<file path="src/rtl/rv_ctrl_pkg.sv">
`default_nettype none
// ============================================================================
// Package  : rv_ctrl_pkg
// Brief    : Shared encodings and decode helpers for the RV32I pipe controller.
// Revision : 1.0 - initial release
// ============================================================================
package rv_ctrl_pkg;

    typedef enum logic [4:0] {
        ALU_ADD    = 5'd0,
        ALU_SUB    = 5'd1,
        ALU_SLL    = 5'd2,
        ALU_SLT    = 5'd3,
        ALU_SLTU   = 5'd4,
        ALU_XOR    = 5'd5,
        ALU_SRL    = 5'd6,
        ALU_SRA    = 5'd7,
        ALU_OR     = 5'd8,
        ALU_AND    = 5'd9,
        ALU_LUI    = 5'd10,
        ALU_MUL    = 5'd11,
        ALU_MULH   = 5'd12,
        ALU_MULHSU = 5'd13,
        ALU_MULHU  = 5'd14,
        ALU_DIV    = 5'd15,
        ALU_DIVU   = 5'd16,
        ALU_REM    = 5'd17,
        ALU_REMU   = 5'd18
    } alu_op_e;

    localparam logic [6:0] c_OPC_OP     = 7'b0110011;
    localparam logic [6:0] c_OPC_OP_IMM = 7'b0010011;
    localparam logic [6:0] c_OPC_LOAD   = 7'b0000011;
    localparam logic [6:0] c_OPC_STORE  = 7'b0100011;
    localparam logic [6:0] c_OPC_BRANCH = 7'b1100011;
    localparam logic [6:0] c_OPC_LUI    = 7'b0110111;
    localparam logic [6:0] c_OPC_AUIPC  = 7'b0010111;
    localparam logic [6:0] c_OPC_JAL    = 7'b1101111;
    localparam logic [6:0] c_OPC_JALR   = 7'b1100111;

    localparam logic [6:0] c_F7_BASE = 7'b0000000;
    localparam logic [6:0] c_F7_ALT  = 7'b0100000;
    localparam logic [6:0] c_F7_MEXT = 7'b0000001;

    localparam logic [2:0] c_IMM_I = 3'd0;
    localparam logic [2:0] c_IMM_S = 3'd1;
    localparam logic [2:0] c_IMM_B = 3'd2;
    localparam logic [2:0] c_IMM_J = 3'd3;
    localparam logic [2:0] c_IMM_U = 3'd4;

    localparam logic [1:0] c_WB_PC4 = 2'd0;
    localparam logic [1:0] c_WB_ALU = 2'd1;
    localparam logic [1:0] c_WB_MEM = 2'd2;

    typedef struct packed {
        logic       sel_a;
        logic       sel_b;
        logic [2:0] imm_src;
        alu_op_e    alu_op;
        logic       reg_write;
        logic [1:0] wb_sel;
        logic       is_branch;
        logic       is_jump;
        logic       illegal;
    } dec_t;

    function automatic logic f7_is_base(input logic [6:0] f7);
        return (f7 == c_F7_BASE) || (f7 == c_F7_ALT);
    endfunction

    function automatic logic f7_is_mext(input logic [6:0] f7);
        return (f7 == c_F7_MEXT);
    endfunction

    // alt selects SUB/SRA; it is only meaningful for funct3 000 and 101
    function automatic alu_op_e base_alu_op(input logic [2:0] f3, input logic alt);
        alu_op_e op;
        case (f3)
            3'b000:  op = alt ? ALU_SUB : ALU_ADD;
            3'b001:  op = ALU_SLL;
            3'b010:  op = ALU_SLT;
            3'b011:  op = ALU_SLTU;
            3'b100:  op = ALU_XOR;
            3'b101:  op = alt ? ALU_SRA : ALU_SRL;
            3'b110:  op = ALU_OR;
            default: op = ALU_AND;
        endcase
        return op;
    endfunction

    function automatic alu_op_e mdu_alu_op(input logic [2:0] f3);
        alu_op_e op;
        case (f3)
            3'b000:  op = ALU_MUL;
            3'b001:  op = ALU_MULH;
            3'b010:  op = ALU_MULHSU;
            3'b011:  op = ALU_MULHU;
            3'b100:  op = ALU_DIV;
            3'b101:  op = ALU_DIVU;
            3'b110:  op = ALU_REM;
            default: op = ALU_REMU;
        endcase
        return op;
    endfunction

endpackage
`default_nettype wire

</file>
<file path="src/rtl/rv_mdu_sequencer.sv">
`default_nettype none
// ============================================================================
// Module   : rv_mdu_sequencer
// Brief    : Holds a multi-cycle MUL/DIV op in execute and drives the busy interlock.
// Revision : 1.0 - initial release
// ============================================================================
module rv_mdu_sequencer #(
    parameter int MUL_LAT = 2,
    parameter int DIV_LAT = 32
) (
    input  logic clk,
    input  logic rst_n,
    input  logic i_mop_valid,
    input  logic i_is_div,
    input  logic i_stall,
    output logic o_busy
);

    localparam int c_MAX_LAT = (MUL_LAT > DIV_LAT) ? MUL_LAT : DIV_LAT;
    localparam int c_CNT_W   = $clog2(c_MAX_LAT + 1);

    localparam logic [c_CNT_W-1:0] c_MUL_LOAD = c_CNT_W'(MUL_LAT - 1);
    localparam logic [c_CNT_W-1:0] c_DIV_LOAD = c_CNT_W'(DIV_LAT - 1);

    localparam logic [0:0] c_S_IDLE = 1'b0;
    localparam logic [0:0] c_S_BUSY = 1'b1;

    logic [0:0]         r_state;
    logic [0:0]         w_state_nxt;
    logic [c_CNT_W-1:0] r_cnt;
    logic [c_CNT_W-1:0] w_cnt_nxt;

    always_ff @(posedge clk) begin
        if (!rst_n) begin
            r_state <= c_S_IDLE;
            r_cnt   <= '0;
        end else begin
            r_state <= w_state_nxt;
            r_cnt   <= w_cnt_nxt;
        end
    end

    // Counter runs regardless of stall; only the final hand-off waits for it.
    always_comb begin
        w_state_nxt = r_state;
        w_cnt_nxt   = r_cnt;
        o_busy      = 1'b0;
        case (r_state)
            c_S_IDLE: begin
                if (i_mop_valid && !i_stall) begin
                    o_busy      = 1'b1;
                    w_state_nxt = c_S_BUSY;
                    w_cnt_nxt   = i_is_div ? c_DIV_LOAD : c_MUL_LOAD;
                end
            end
            c_S_BUSY: begin
                if (r_cnt != '0) begin
                    o_busy    = 1'b1;
                    w_cnt_nxt = r_cnt - 1'b1;
                end else if (!i_stall) begin
                    w_state_nxt = c_S_IDLE;
                end
            end
            default: begin
                w_state_nxt = c_S_IDLE;
                w_cnt_nxt   = '0;
            end
        endcase
    end

endmodule
`default_nettype wire

</file>
<file path="src/rtl/rv_pipe_controller.sv">
`default_nettype none
// ============================================================================
// Module   : rv_pipe_controller
// Brief    : RV32I decode, stage-2 writeback controls, branch flush and stall.
// Options  : RV_CTRL_MEXT_EN adds M-extension decode and the MDU busy interlock.
// Revision : 1.0 - initial release
// ============================================================================
module rv_pipe_controller #(
    parameter int MUL_LAT  = 2,
    parameter int DIV_LAT  = 32,
    parameter int ALU_OP_W = 5
) (
    input  logic                clk,
    input  logic                rst_n,
    input  logic [31:0]         instruction,
    input  logic                instr_valid,
    input  logic                br_taken,
    input  logic                stall,
    output logic                select_A,
    output logic                select_B,
    output logic [2:0]          immediate_source,
    output logic [2:0]          function_code,
    output logic [ALU_OP_W-1:0] alu_operation,
    output logic                PC_src,
    output logic                busy,
    output logic                illegal,
    output logic                reg_write_q,
    output logic [1:0]          write_back_select_q,
    output logic [4:0]          rd_q,
    output logic                wb_valid_q,
    output logic                illegal_q
);

    import rv_ctrl_pkg::*;

    logic [6:0] w_opcode;
    logic [2:0] w_funct3;
    logic [6:0] w_funct7;
    dec_t       w_dec;
    logic       w_valid_eff;
    logic       w_pc_src;
    logic       w_busy;
    logic       w_unused_rs;

    logic       r_flush;
    logic       r_reg_write;
    logic [1:0] r_wb_sel;
    logic [4:0] r_rd;
    logic       r_wb_valid;
    logic       r_illegal;

    assign w_opcode    = instruction[6:0];
    assign w_funct3    = instruction[14:12];
    assign w_funct7    = instruction[31:25];
    assign w_unused_rs = ^instruction[24:15];

`ifdef RV_CTRL_MEXT_EN
    logic w_is_mop;
    logic w_mop_valid;
`endif

    always_comb begin
        w_dec = '{sel_a: 1'b0, sel_b: 1'b0, imm_src: c_IMM_I, alu_op: ALU_ADD,
                  reg_write: 1'b0, wb_sel: c_WB_PC4, is_branch: 1'b0,
                  is_jump: 1'b0, illegal: 1'b0};
`ifdef RV_CTRL_MEXT_EN
        w_is_mop = 1'b0;
`endif
        case (w_opcode)
            c_OPC_OP: begin
                w_dec.reg_write = 1'b1;
                w_dec.wb_sel    = c_WB_ALU;
                if (f7_is_base(w_funct7)) begin
                    w_dec.alu_op = base_alu_op(w_funct3, w_funct7[5]);
                end
`ifdef RV_CTRL_MEXT_EN
                else if (f7_is_mext(w_funct7)) begin
                    w_dec.alu_op = mdu_alu_op(w_funct3);
                    w_is_mop     = 1'b1;
                end
`endif
                else begin
                    w_dec.illegal = 1'b1;
                end
            end
            c_OPC_OP_IMM: begin
                w_dec.sel_b     = 1'b1;
                w_dec.reg_write = 1'b1;
                w_dec.wb_sel    = c_WB_ALU;
                // funct7 only exists for the shift-immediate forms
                if (w_funct3[1:0] == 2'b01 && !f7_is_base(w_funct7)) begin
                    w_dec.illegal = 1'b1;
                end else begin
                    w_dec.alu_op = base_alu_op(w_funct3,
                                               (w_funct3 == 3'b101) & w_funct7[5]);
                end
            end
            c_OPC_LOAD: begin
                w_dec.sel_b     = 1'b1;
                w_dec.reg_write = 1'b1;
                w_dec.wb_sel    = c_WB_MEM;
            end
            c_OPC_STORE: begin
                w_dec.sel_b   = 1'b1;
                w_dec.imm_src = c_IMM_S;
            end
            c_OPC_BRANCH: begin
                w_dec.sel_a     = 1'b1;
                w_dec.sel_b     = 1'b1;
                w_dec.imm_src   = c_IMM_B;
                w_dec.is_branch = 1'b1;
            end
            c_OPC_LUI: begin
                w_dec.sel_b     = 1'b1;
                w_dec.imm_src   = c_IMM_U;
                w_dec.alu_op    = ALU_LUI;
                w_dec.reg_write = 1'b1;
                w_dec.wb_sel    = c_WB_ALU;
            end
            c_OPC_AUIPC: begin
                w_dec.sel_a     = 1'b1;
                w_dec.sel_b     = 1'b1;
                w_dec.imm_src   = c_IMM_U;
                w_dec.reg_write = 1'b1;
                w_dec.wb_sel    = c_WB_ALU;
            end
            c_OPC_JAL: begin
                w_dec.sel_a     = 1'b1;
                w_dec.sel_b     = 1'b1;
                w_dec.imm_src   = c_IMM_J;
                w_dec.reg_write = 1'b1;
                w_dec.is_jump   = 1'b1;
            end
            c_OPC_JALR: begin
                w_dec.sel_b     = 1'b1;
                w_dec.reg_write = 1'b1;
                w_dec.is_jump   = 1'b1;
            end
            default: begin
                w_dec.illegal = 1'b1;
            end
        endcase
        if (w_dec.illegal) begin
            w_dec.reg_write = 1'b0;
            w_dec.alu_op    = ALU_ADD;
        end
    end

    assign w_valid_eff = instr_valid & ~r_flush;
    assign w_pc_src    = w_valid_eff & ((w_dec.is_branch & br_taken) | w_dec.is_jump);

`ifdef RV_CTRL_MEXT_EN
    assign w_mop_valid = w_valid_eff & w_is_mop;

    rv_mdu_sequencer #(
        .MUL_LAT (MUL_LAT),
        .DIV_LAT (DIV_LAT)
    ) u_mdu_seq (
        .clk         (clk),
        .rst_n       (rst_n),
        .i_mop_valid (w_mop_valid),
        .i_is_div    (w_funct3[2]),
        .i_stall     (stall),
        .o_busy      (w_busy)
    );
`else
    logic [31:0] w_unused_lat;
    assign w_unused_lat = 32'(MUL_LAT + DIV_LAT);
    assign w_busy       = 1'b0;
`endif

    // Stall freezes everything; busy injects bubbles until the M-op completes.
    always_ff @(posedge clk) begin
        if (!rst_n) begin
            r_flush     <= 1'b0;
            r_reg_write <= 1'b0;
            r_wb_sel    <= 2'd0;
            r_rd        <= 5'd0;
            r_wb_valid  <= 1'b0;
            r_illegal   <= 1'b0;
        end else if (!stall) begin
            r_flush <= w_pc_src;
            if (w_busy) begin
                r_wb_valid  <= 1'b0;
                r_reg_write <= 1'b0;
                r_illegal   <= 1'b0;
            end else begin
                r_wb_valid  <= w_valid_eff;
                r_reg_write <= w_dec.reg_write & w_valid_eff;
                r_wb_sel    <= w_dec.wb_sel;
                r_rd        <= instruction[11:7];
                r_illegal   <= w_dec.illegal & w_valid_eff;
            end
        end
    end

    assign select_A            = w_dec.sel_a;
    assign select_B            = w_dec.sel_b;
    assign immediate_source    = w_dec.imm_src;
    assign function_code       = w_funct3;
    assign alu_operation       = ALU_OP_W'(w_dec.alu_op);
    assign PC_src              = w_pc_src;
    assign busy                = w_busy;
    assign illegal             = w_dec.illegal;
    assign reg_write_q         = r_reg_write;
    assign write_back_select_q = r_wb_sel;
    assign rd_q                = r_rd;
    assign wb_valid_q          = r_wb_valid;
    assign illegal_q           = r_illegal;

endmodule
`default_nettype wire

</file>
<file path="config.mk">
export PLATFORM = sky130hd
export DESIGN_NAME = rv_pipe_controller
export DESIGN_NICKNAME = d
export VERILOG_FILES = /design/src/rtl/rv_ctrl_pkg.sv /design/src/rtl/rv_mdu_sequencer.sv /design/src/rtl/rv_pipe_controller.sv
export SDC_FILE = /design/constraint.sdc
export NUM_CORES = 1
export LEC_CHECK = 0
export ABC_AREA = 1
export CAP_MARGIN = 30
export CELL_PAD_IN_SITES_DETAIL_PLACEMENT = 1
export CELL_PAD_IN_SITES_GLOBAL_PLACEMENT = 1
export CORE_MARGIN = 1
export CORE_UTILIZATION = 22
export DETAILED_ROUTE_END_ITERATION = 16
export PLACE_DENSITY_LB_ADDON = 0.1
export RECOVER_POWER = 100
export SYNTH_ARGS = -nofsm -noshare
export SYNTH_HDL_FRONTEND = slang
export SYNTH_SLANG_ARGS = --single-unit
</file>
<file path="constraint.sdc">
create_clock -name clk -period 2.1 [get_ports clk]
set_input_delay 0.63 -clock clk [delete_from_list [all_inputs] [get_ports clk]]
set_output_delay 0.63 -clock clk [all_outputs]
set_load 0.005 [all_outputs]
</file>
Signal metal coverage by tile:
The bar under the picture is 20 µm long. The die is cut into 13 by 13 equal tiles; dark purple is low, yellow is high, scaled to the fullest tile. Values are wire area over tile area, all layers added.
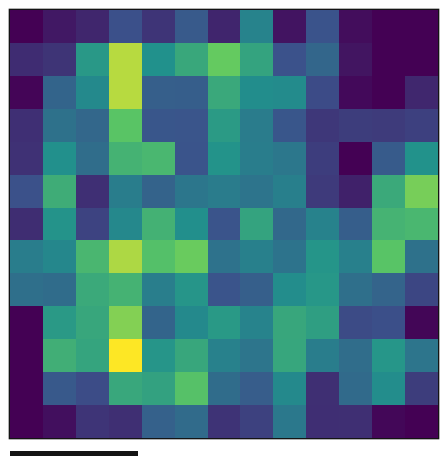
mean over tiles: 0.14
fullest tile: 0.37
emptiest ninth of the die: top right
vias post-DR: 1,288
WL/cell: 13.4 µm
GRT Util Overall: 0.159

Routed clock nets over the placement:
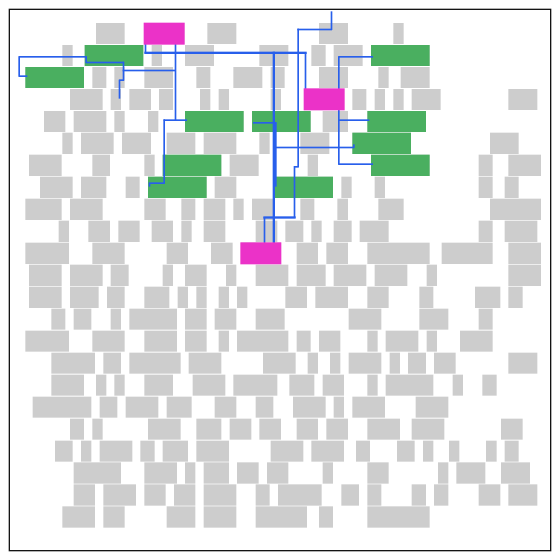
[green] flip-flops | count: 11
[magenta] cells driving clock nets | count: 3
[blue] clock wires | length: 190 µm
routed clock nets: 4

Register map, names as in the netlist:
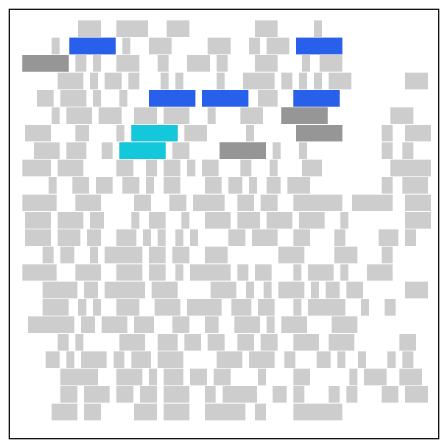
[blue] rd_q | flops: 5 | where: top middle
[cyan] write_back_select_q | flops: 2
not coloured: 4
seq pwr: 227 µW
flop share of the area: 0.101
Finished Core Util: 0.542
Reg area: 220 µm²

Cells by drive strength:
The bar under the picture is 20 µm long.
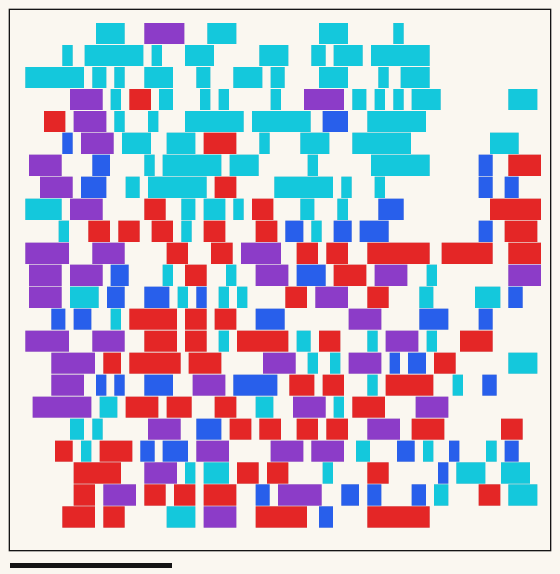
[blue] drive 2 | cells: 42 | share: 17% | most used: buf_2
[purple] drive 6 and up | cells: 39 | share: 16% | most used: buf_6
[red] drive 3 to 4 | cells: 65 | share: 27% | most used: buf_4
[cyan] drive 1 or less | cells: 98 | share: 40% | most used: clkdlybuf4s50_1

==> flow_summary.ini <==
; flow metrics
[final_layout]
layout_top_cell = buf_4
fillCellCount = 485
clkbuf_count = 4
comb.multi_input.count = 96
synthToLayoutAreaGrowth_pct = 136
buffer_area_frac = 0.462
logic_area_um2 = 744
largest_reg_flops = 5
largest_cell_class = buffers
combAreaFraction = 0.341
clock_area_frac = 0.0206
inverters_excl_clock = 21

[synthesis]
syn_inst = 142
flop_cell = dfxtp_1
simple_gate_share = 0.384
fa_ha_area_frac = 0
largest_area_cell = dfxtp_1
netlist_area_um2 = 925
ys_sh_xor = 0
numSynthFlops = 11
synthArstFlopShare = 0
compound_area_frac = 0.169
top_cells_by_area = dfxtp_1 (24%), buf_4 (11%), nor2_1 (9.7%)

[power]
switching_share = 0.291
p_switching_uw = 206
pg_comb_uw = 268
clk-power_uw = 213
power_density_nw_per_um2 = 324
power.leakage_uw = 0.00106
total_power_uw = 708

[critical_path]
crit_chain = buf_8 > nor2_4 > buf_6 > nand3_4 > buf_6 > nor4_4 > nor2_1 > nor2_1 > buf_2
max_stage_delay_ps = 150
cp-start-kind = input pin
slowest_stage = buf_6
crit_fanout = 4
reg2reg_from = r_flush
arrival_ps = 1690
cp-endpoint = alu_operation[0]
startpoint = instruction[2]
worstSetupPathType = in -> out
end_kind = primary output

[min_path]
holdCritStartpoint = wb_valid_q
min_to = wb_valid_q
min_path_cells = 2

[clock_network]
hold_buffers = 0
cts_sinks = 11
cts_tree = done
root_buffer = clkbuf_8
htreeDepth = 1
numCtsBuffers = 3
clk_path_buf_depth = 2
postCtsResizedCells = 154

[placed_design]
io_buffers = 50
dpl.hpwl_um = 2420
pre_cts_slack_ps = -987
placed_area_um2 = 1550

[route]
ant_nets = 0
met1_length_um = 1460
drcViolationCount = 0
met2WireLength_um = 2280
drt-total-wl_um = 3940
drtIter0Drc = 17

[sta]
setup_ws_ps = -218
max_freq_mhz = 431
finalSetupViolations = 11
fin_skew_ps = 3.46
rsz0062_at_grt = yes
fin_crit_sh = 1.10

[grt]
grt_util_met3 = 0.0205
antenna_found_initial = 0
met2_usage = 0.307

[floorplanning]
die_h_um = 66.8
io_pins = 63
row_count = 23

[flow_run]
cap_violations = 0
warnings = 38

[status]
violations = setup timing
status = finished, violations left
Power figures rest on the tool's default switching activity, not on a simulated workload.
